`config.mk`:
```
export PLATFORM = sky130hd
export DESIGN_NAME = spi_phy
export DESIGN_NICKNAME = d
export VERILOG_FILES = /design/src/rtl/spi_phy.sv
export SDC_FILE = /design/constraint.sdc
export NUM_CORES = 1
export LEC_CHECK = 0
export CORE_MARGIN = 2
export CORE_UTILIZATION = 30
export CTS_BUF_LIST = sky130_fd_sc_hd__clkbuf_4 sky130_fd_sc_hd__clkbuf_8
export DETAILED_ROUTE_END_ITERATION = 6
export PLACE_DENSITY = 0.49
export SKIP_CTS_REPAIR_TIMING = 1
export SYNTH_ARGS = -nofsm -noshare
export SYNTH_HDL_FRONTEND = slang
export SYNTH_SLANG_ARGS = --single-unit
```
`constraint.sdc`:
```
create_clock -name clk -period 3.87 [get_ports clk]
set_input_delay 0.9675 -clock clk [delete_from_list [all_inputs] [get_ports clk]]
set_output_delay 0.9675 -clock clk [all_outputs]
set_load 0.02 [all_outputs]
```
`src/rtl/spi_phy.sv`:
```
// SPI mode-0 master PHY: 8- or 32-bit MSB-first transfers with a programmable SCK half-period.
// Optional receive path (miso / spi_miso) is built only when SPI_PHY_MISO_EN is defined.
module spi_phy #(
    parameter int unsigned CLK_DIV = 2
) (
    input  logic        clk,
    input  logic        rst_n,
    input  logic [31:0] spi_mosi,
    input  logic        spi_begin,
    input  logic        spi_wide,
    input  logic        spi_cs,
    output logic        spi_busy,
    output logic        sck,
    output logic        mosi,
    output logic        cs_n
`ifdef SPI_PHY_MISO_EN
    ,
    input  logic        miso,
    output logic [31:0] spi_miso
`endif
);

    localparam logic [7:0] HALF_RELOAD = 8'(CLK_DIV - 1);

    typedef enum logic [1:0] {
        IDLE,
        SHIFT_LO,
        SHIFT_HI
    } state_t;

    state_t      state;
    logic [31:0] shreg;
    logic [4:0]  bit_cnt;
    logic [7:0]  half_cnt;
`ifdef SPI_PHY_MISO_EN
    logic        wide;
    logic [31:0] rx_sh;
`endif

    // shreg holds the bits still to be sent, MSB-aligned; mosi already carries the current bit.
    always_ff @(posedge clk or negedge rst_n) begin
        if (!rst_n) begin
            state    <= IDLE;
            sck      <= 1'b0;
            mosi     <= 1'b0;
            cs_n     <= 1'b1;
            spi_busy <= 1'b0;
            shreg    <= '0;
            bit_cnt  <= '0;
            half_cnt <= '0;
`ifdef SPI_PHY_MISO_EN
            wide     <= 1'b0;
            rx_sh    <= '0;
            spi_miso <= '0;
`endif
        end else begin
            case (state)
                IDLE: begin
                    sck  <= 1'b0;
                    cs_n <= spi_cs;
                    if (spi_begin) begin
                        spi_busy <= 1'b1;
                        state    <= SHIFT_LO;
                        half_cnt <= HALF_RELOAD;
`ifdef SPI_PHY_MISO_EN
                        wide     <= spi_wide;
`endif
                        if (spi_wide) begin
                            bit_cnt <= 5'd31;
                            mosi    <= spi_mosi[31];
                            shreg   <= {spi_mosi[30:0], 1'b0};
                        end else begin
                            bit_cnt <= 5'd7;
                            mosi    <= spi_mosi[7];
                            shreg   <= {spi_mosi[6:0], 25'b0};
                        end
                    end
                end
                SHIFT_LO: begin
                    if (half_cnt == '0) begin
                        sck      <= 1'b1;
                        state    <= SHIFT_HI;
                        half_cnt <= HALF_RELOAD;
`ifdef SPI_PHY_MISO_EN
                        rx_sh    <= {rx_sh[30:0], miso};
`endif
                    end else begin
                        half_cnt <= half_cnt - 8'd1;
                    end
                end
                SHIFT_HI: begin
                    if (half_cnt == '0) begin
                        sck <= 1'b0;
                        if (bit_cnt == '0) begin
                            state    <= IDLE;
                            spi_busy <= 1'b0;
                            half_cnt <= '0;
`ifdef SPI_PHY_MISO_EN
                            spi_miso <= wide ? rx_sh : {24'h0, rx_sh[7:0]};
`endif
                        end else begin
                            state    <= SHIFT_LO;
                            half_cnt <= HALF_RELOAD;
                            bit_cnt  <= bit_cnt - 5'd1;
                            mosi     <= shreg[31];
                            shreg    <= {shreg[30:0], 1'b0};
                        end
                    end else begin
                        half_cnt <= half_cnt - 8'd1;
                    end
                end
                default: state <= IDLE;
            endcase
        end
    end

endmodule

```
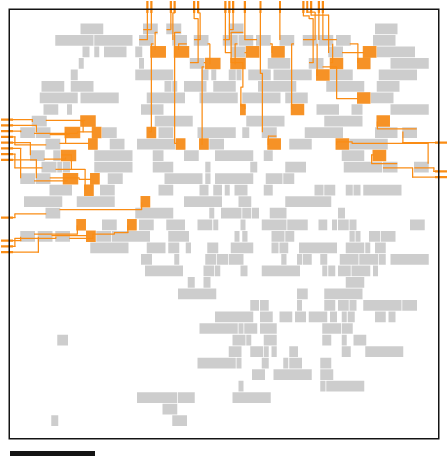
run_1/port_nets.png
The bar under the picture is 20 um long.
port	color	direction	end cells	buffers	wire
`spi_mosi`	orange	input	32	32	665 um

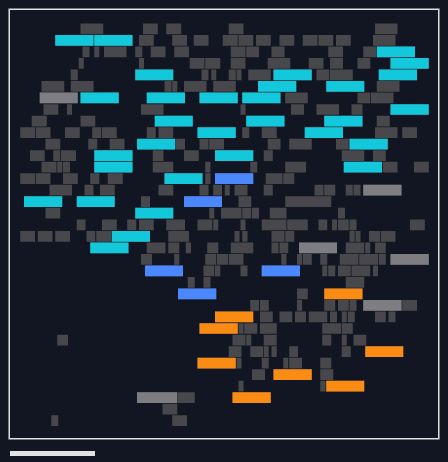
run_1/registers.png
The bar under the picture is 20 um long.
netlist name	color	placed flops
`half_cnt`	orange	8
`shreg`	cyan	31
`bit_cnt`	blue	5
not colored	6

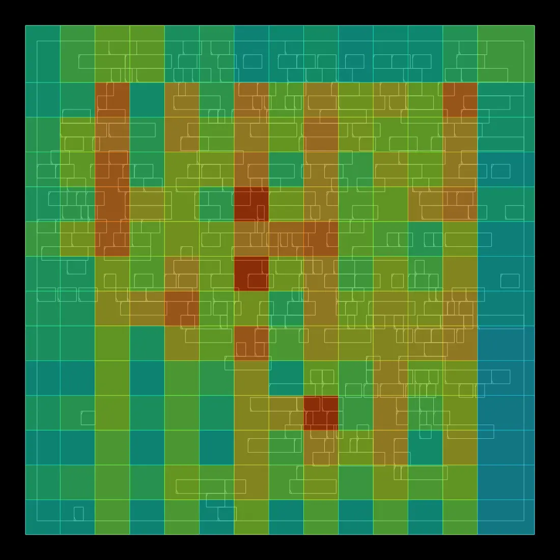
run_1/final_congestion.png
met2 Use GR: 20.5%
M1 GR Usage: 19.4%
GRT busiest layer: met2

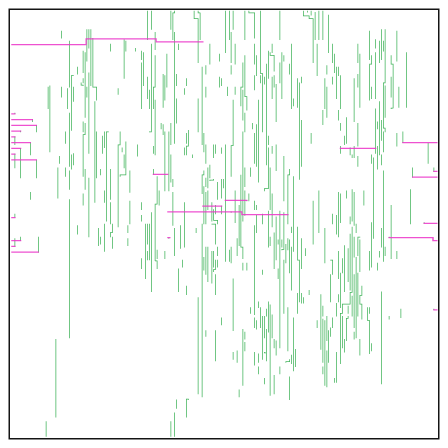
run_1/metal_stack.png
Two of the layers only.
layer	color	wire length
met3	magenta	164 um
met2	green	2780 um

==> impl_metrics.toml, run 1 <==
# synthesis and place-and-route metrics
[run_status]
status = "finished, final reports clean"

[synthesis]
synthTopCellsByCount = "dfrtp_1, mux2_4, nand2_1"
synth_top_area_share_pct = 43.4
yosysMostFrequentCell = "dfrtp_1"
ys_dominant_reg_cell = "dfrtp_1"
synthCells = 252
fp_nets = 298
synthDistinctLibCells = 47
avgSynthCellArea_sq_um = 11.2
syn_area_sq_um = 2820
async_flop_share_pct = 100
top_cells_by_area = "dfrtp_1, mux2_4, a22o_1"
ys_area_sq_um = 2820
yosysWarnings = 0
synth_stat.cells = 252
edf_count = 0
largest_area_cell = "dfrtp_1"
ys_ff = 50
ys_seq_share_pct = 44.4

[route]
first_pass_iters = 4
dr.max_layer_used = "met4"
vias = 2057
dr_wl_met2_mm = 2.78
drc = 0
wl_met3_um = 164
wl_met1_mm = 3.29
antenna_left = 0
avgViaCountPerCell = 5.10
wl_mm = 6.29
drt_iter0_markers = 96
wire_per_inst_um = 15.6

[setup_path]
cp.required_ns = 4.06
reg2reg_depth = 7
crit_fanout = 20
cp-start-kind = "register"
critical_path_arrival_ns = 2.75
crit_path_cell_trace = "inv_1 > ha_1 > or3b_2 > o41a_1 > nor2_4 > buf_4 > mux2_4"
r2r_start = "half_cnt[0]"
r2r_slack_ns = 1.31
critPathLaunch = "half_cnt[0]"
path_class = "reg2reg"
critical_path.endpoint = "shreg[15]"
slowest_stage = "or3b_2"
crit_family = "simple AND/OR/NAND/NOR gates"
crit_buf_inv = 2
rr_endpoint = "shreg[15]"
crit_cells = 7
cpPeakStageDelay_ns = 0.49
crit_path_end_kind = "register"

[grt]
met3_usage_pct = 2.57
grt_max_degree = 40
grt_usage_pct = 13.4
grt_first_pass_wirelength_mm = 10.8
overflow = 0
grt_pass1_vias = 2089
antenna_found_initial = 0

[floorplanning]
die_area_sq_um = 10200
core_area_sq_um = 9200
initCoreUtil_pct = 30.7
rows = 35
die-width_um = 101
die_h_um = 101
pin_count = 41

[power_and_ir_drop]
power_leader = "combinational cells"
vdd_ir_drop_max_v = 0.000238
seqPwrFrac_pct = 36.7
powerComb_mw = 1.19
power_leakage_nw = 1.51
finalPower_mw = 2.48
clock_power_share_pct = 15.4
p_per_area_nw_per_um2 = 725
p_int_mw = 1.56
p_comb_share_pct = 47.9
seq_power_mw = 0.912
pg_clk_mw = 0.383
p_switching_mw = 0.924
p_sw_share_pct = 37.2

[hold_path]
hold-path-endpoint = "sck"
hold_path.class = "reg2reg"
hp-start = "sck"
holdPathStages = 2

[placed_design]
dp_slack_ns = 0.971
globalplace.congestion = 0.778
dpl.hpwl_mm = 4.32
placed_cell_area_sq_um = 3310
portBuffers = 40
placed_cells = 395

[final_layout]
antennaDiodeCount = 0
final_layout_size_suffix_gt1_share_pct = 14.4
largest_register = "shreg"
syn_to_final_growth_pct = 21.3
layout_top_cells = "dfrtp_1, clkdlybuf4s50_1, mux2_4, nand2_1"
fin_cells = 403
final_cell_area_sq_um = 3420
largest_reg_flops = 31
layout_top_cell = "dfrtp_1"
fin_nets = 337
largestRegisters = "shreg (31), half_cnt (8), bit_cnt (5)"
fillers = 959
fin_util_pct = 37.2

[clock_network]
cts.sinks = 50
h-tree-depth = 2
numCtsBuffers = 5
clk_pin_slew_worst_paths_ns = 0.11
clock_path_buffers = 2
root_buffer = "clkbuf_8"
clk_latency_ns = 0.31
cts_tree = "built"

[sta]
rsz0062_at_grt = "false"
clock_skew_ns = 0.0154
timing.hold.ws_ns = 0.520
fmax_ghz = 0.390
period_needed_ns = 2.56
tightestPinTransition_ns = 0.578
setup_viol = 0
slew_violations = 0
worst_slack_ns = 1.31
hold_violations = 0
relSlewSlack_pct = 61.4
fin_setup_tns_ns = 0
finalCritPeriodShare_pct = 66.2

[job]
maxCapViolations = 0
tool_warnings = 32
## run 1: cell type report
cell class	instances	area, sq um	area share [%]
Clock buffer	6	76.3	2.23
Timing Repair Buffer	46	440	12.9
Multi-Input combinational cell	178	1440	42.1
Inverter	10	37.5	1.10
Sequential cell	50	1250	36.6
Clock inverter	2	37.5	1.10
Tap cell	111	139	4.06
## run 1: cells by family (layout without fill, tap and decap cells)
group | count (synthesis) | count (layout) | share of synthesized area (%)
flops | 50 | 50 | 44.4
simple gates | 68 | 68 | 13.7
fa+ha+maj | 9 | 9 | 3.99
compound gates | 66 | 66 | 17.6
xor+xnor | 6 | 6 | 1.86
mux | 29 | 29 | 13.9
buf+inv | 24 | 64 | 4.61
--- run 2 (diff from run 1) ---
Settings changed: PLACE_DENSITY 0.49 to 0.51.
Clock period 3.87 ns to 2.3 ns, I/O delays scaled along.
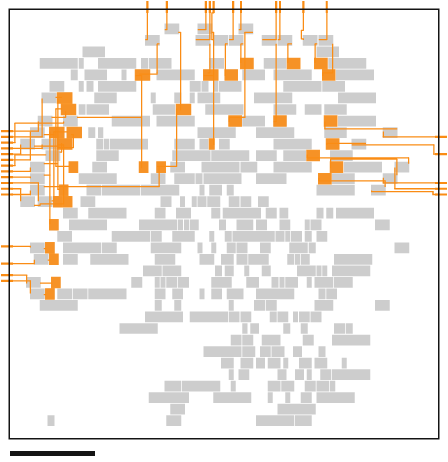
run_2/port_nets.png
The bar under the picture is 20 um long.
I/O Buffers: 40
I/O Pins: 41

==> run 2 against run 1 <==
Net effect:
- the run now ends with negative setup slack left
- sequential share of layout area is 2.6 points lower
- hold slack worse by 0.26 ns
- non-clock buffer count is 25 higher
- largest cell class unchanged
==> impl_metrics.toml, run 2 <==
# synthesis and place-and-route metrics
[final_layout]
buffer_area_share_pct = 18.8
syn_to_final_growth_pct = 30.6
fillers = 917
dominant_cells = "logic gates"
seq_area_sq_um = 1250
largest_register = "shreg"
inverters_excl_clock = 10
antennaDiodeCount = 0
seq_share_pct = 34.0
n_clock_buffer = 6
final_layout_size_suffix_gt1_share_pct = 22.1
largestRegisters = "shreg (31), half_cnt (8), bit_cnt (5)"
nNonClkBuffers = 71
logic_area_sq_um = 1470
clk_share_pct = 2.68
seq_cells = 50

[power_and_ir_drop]
seqPwrFrac_pct = 33.2
pg_clk_mw = 0.568
p_comb_share_pct = 54.4
clock_power_share_pct = 12.4
p_per_area_nw_per_um2 = 1250
vdd_ir_drop_max_v = 0.000362
p_switching_mw = 1.68
p_int_mw = 2.91

[floorplanning]
rows = 35
initCoreUtil_pct = 30.7
die_h_um = 101
die_area_sq_um = 10200
die-width_um = 101
tap_cells = 111

[job]
tool_warnings = 33

[route]
wl_mm = 6.49
drt_iter0_markers = 84
wire_per_inst_um = 15.2
antenna_left = 0
avgViaCountPerCell = 5.03

[synthesis]
synthDistinctLibCells = 47
topCombFamilyByArea = "AND-OR/OR-AND gates"
synthCells = 252
edf_count = 0
yosysWarnings = 0
async_flop_share_pct = 100
ys_sh_aoi_pct = 17.6
ys_area_sq_um = 2820
top_cells_by_area = "dfrtp_1, mux2_4, a22o_1"
avgSynthCellArea_sq_um = 11.2
ys_dominant_reg_cell = "dfrtp_1"
xor_share_pct = 1.86

[grt]
grt_usage_pct = 13.2

[clock_network]
cts.sinks = 50
clk_pin_slew_worst_paths_ns = 0.10
root_buffer = "clkbuf_8"
numCtsBuffers = 5
h-tree-depth = 2
cts_tree = "built"

[setup_path]
reg2reg_depth = 7
crit_path_end_kind = "register"
slowest_stage = "o41a_1"
critPathLaunch = "half_cnt[1]"
path_class = "reg2reg"
crit_family = "simple AND/OR/NAND/NOR gates"
critical_path_arrival_ns = 2.53
cpPeakStageDelay_ns = 0.47
r2r_start = "half_cnt[1]"
cp.required_ns = 2.50
crit_fanout = 5
crit_buf_inv = 2

[sta]
slew_violations = 0
timing.hold.ws_ns = 0.259
tightestPinTransition_ns = 0.590
worst_slack_ns = -0.0289
period_needed_ns = 2.33
hold_violations = 0
rsz0062_at_grt = "true"
setup_viol = 10

[hold_path]
hold_path.class = "in2async"

[run_status]
violations = "negative setup slack"
status = "complete, but fails checks"

[placed_design]
globalplace.congestion = 0.835
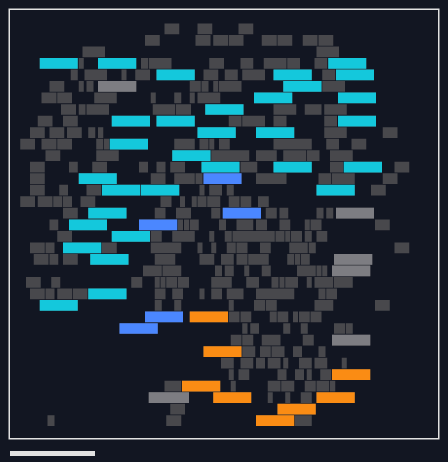
run_2/registers.png
The bar under the picture is 20 um long.
netlist name	color	placed flops
`half_cnt`	orange	8
`shreg`	cyan	31
`bit_cnt`	blue	5

==> run 2: cell types whose count changed in the layout (fill, tap and decap cells not counted), moves of 2 or more <==
cell       change
buf_4         +20
buf_12         +2
inv_1          -2
inv_2          +2
clkbuf_16      +2
==> run 2: metrics by stage <==
step           util [%]  worst slack [ns]  cells  TNS, ns
6_report           40.1           -0.0289    428   -0.233
5_1_grt            40.1            -0.129    428    -2.10
4_1_cts            39.0           -0.0384    423   -0.540
3_3_place_gp       37.9            0.0296    415        0
2_1_floorplan         -            0.0650    252        0
3_5_place_dp       37.9           -0.0129    415   -0.162
==> run 2: layer usage <==
metal,part of all wire (%),global-route usage (%),up-vias
met5,0,0,-
met4,1.2,3.74,0
met3,3.9,2.50,6
met2,44,20.4,37
met1,51,18.8,1048
li1,-,-,1061
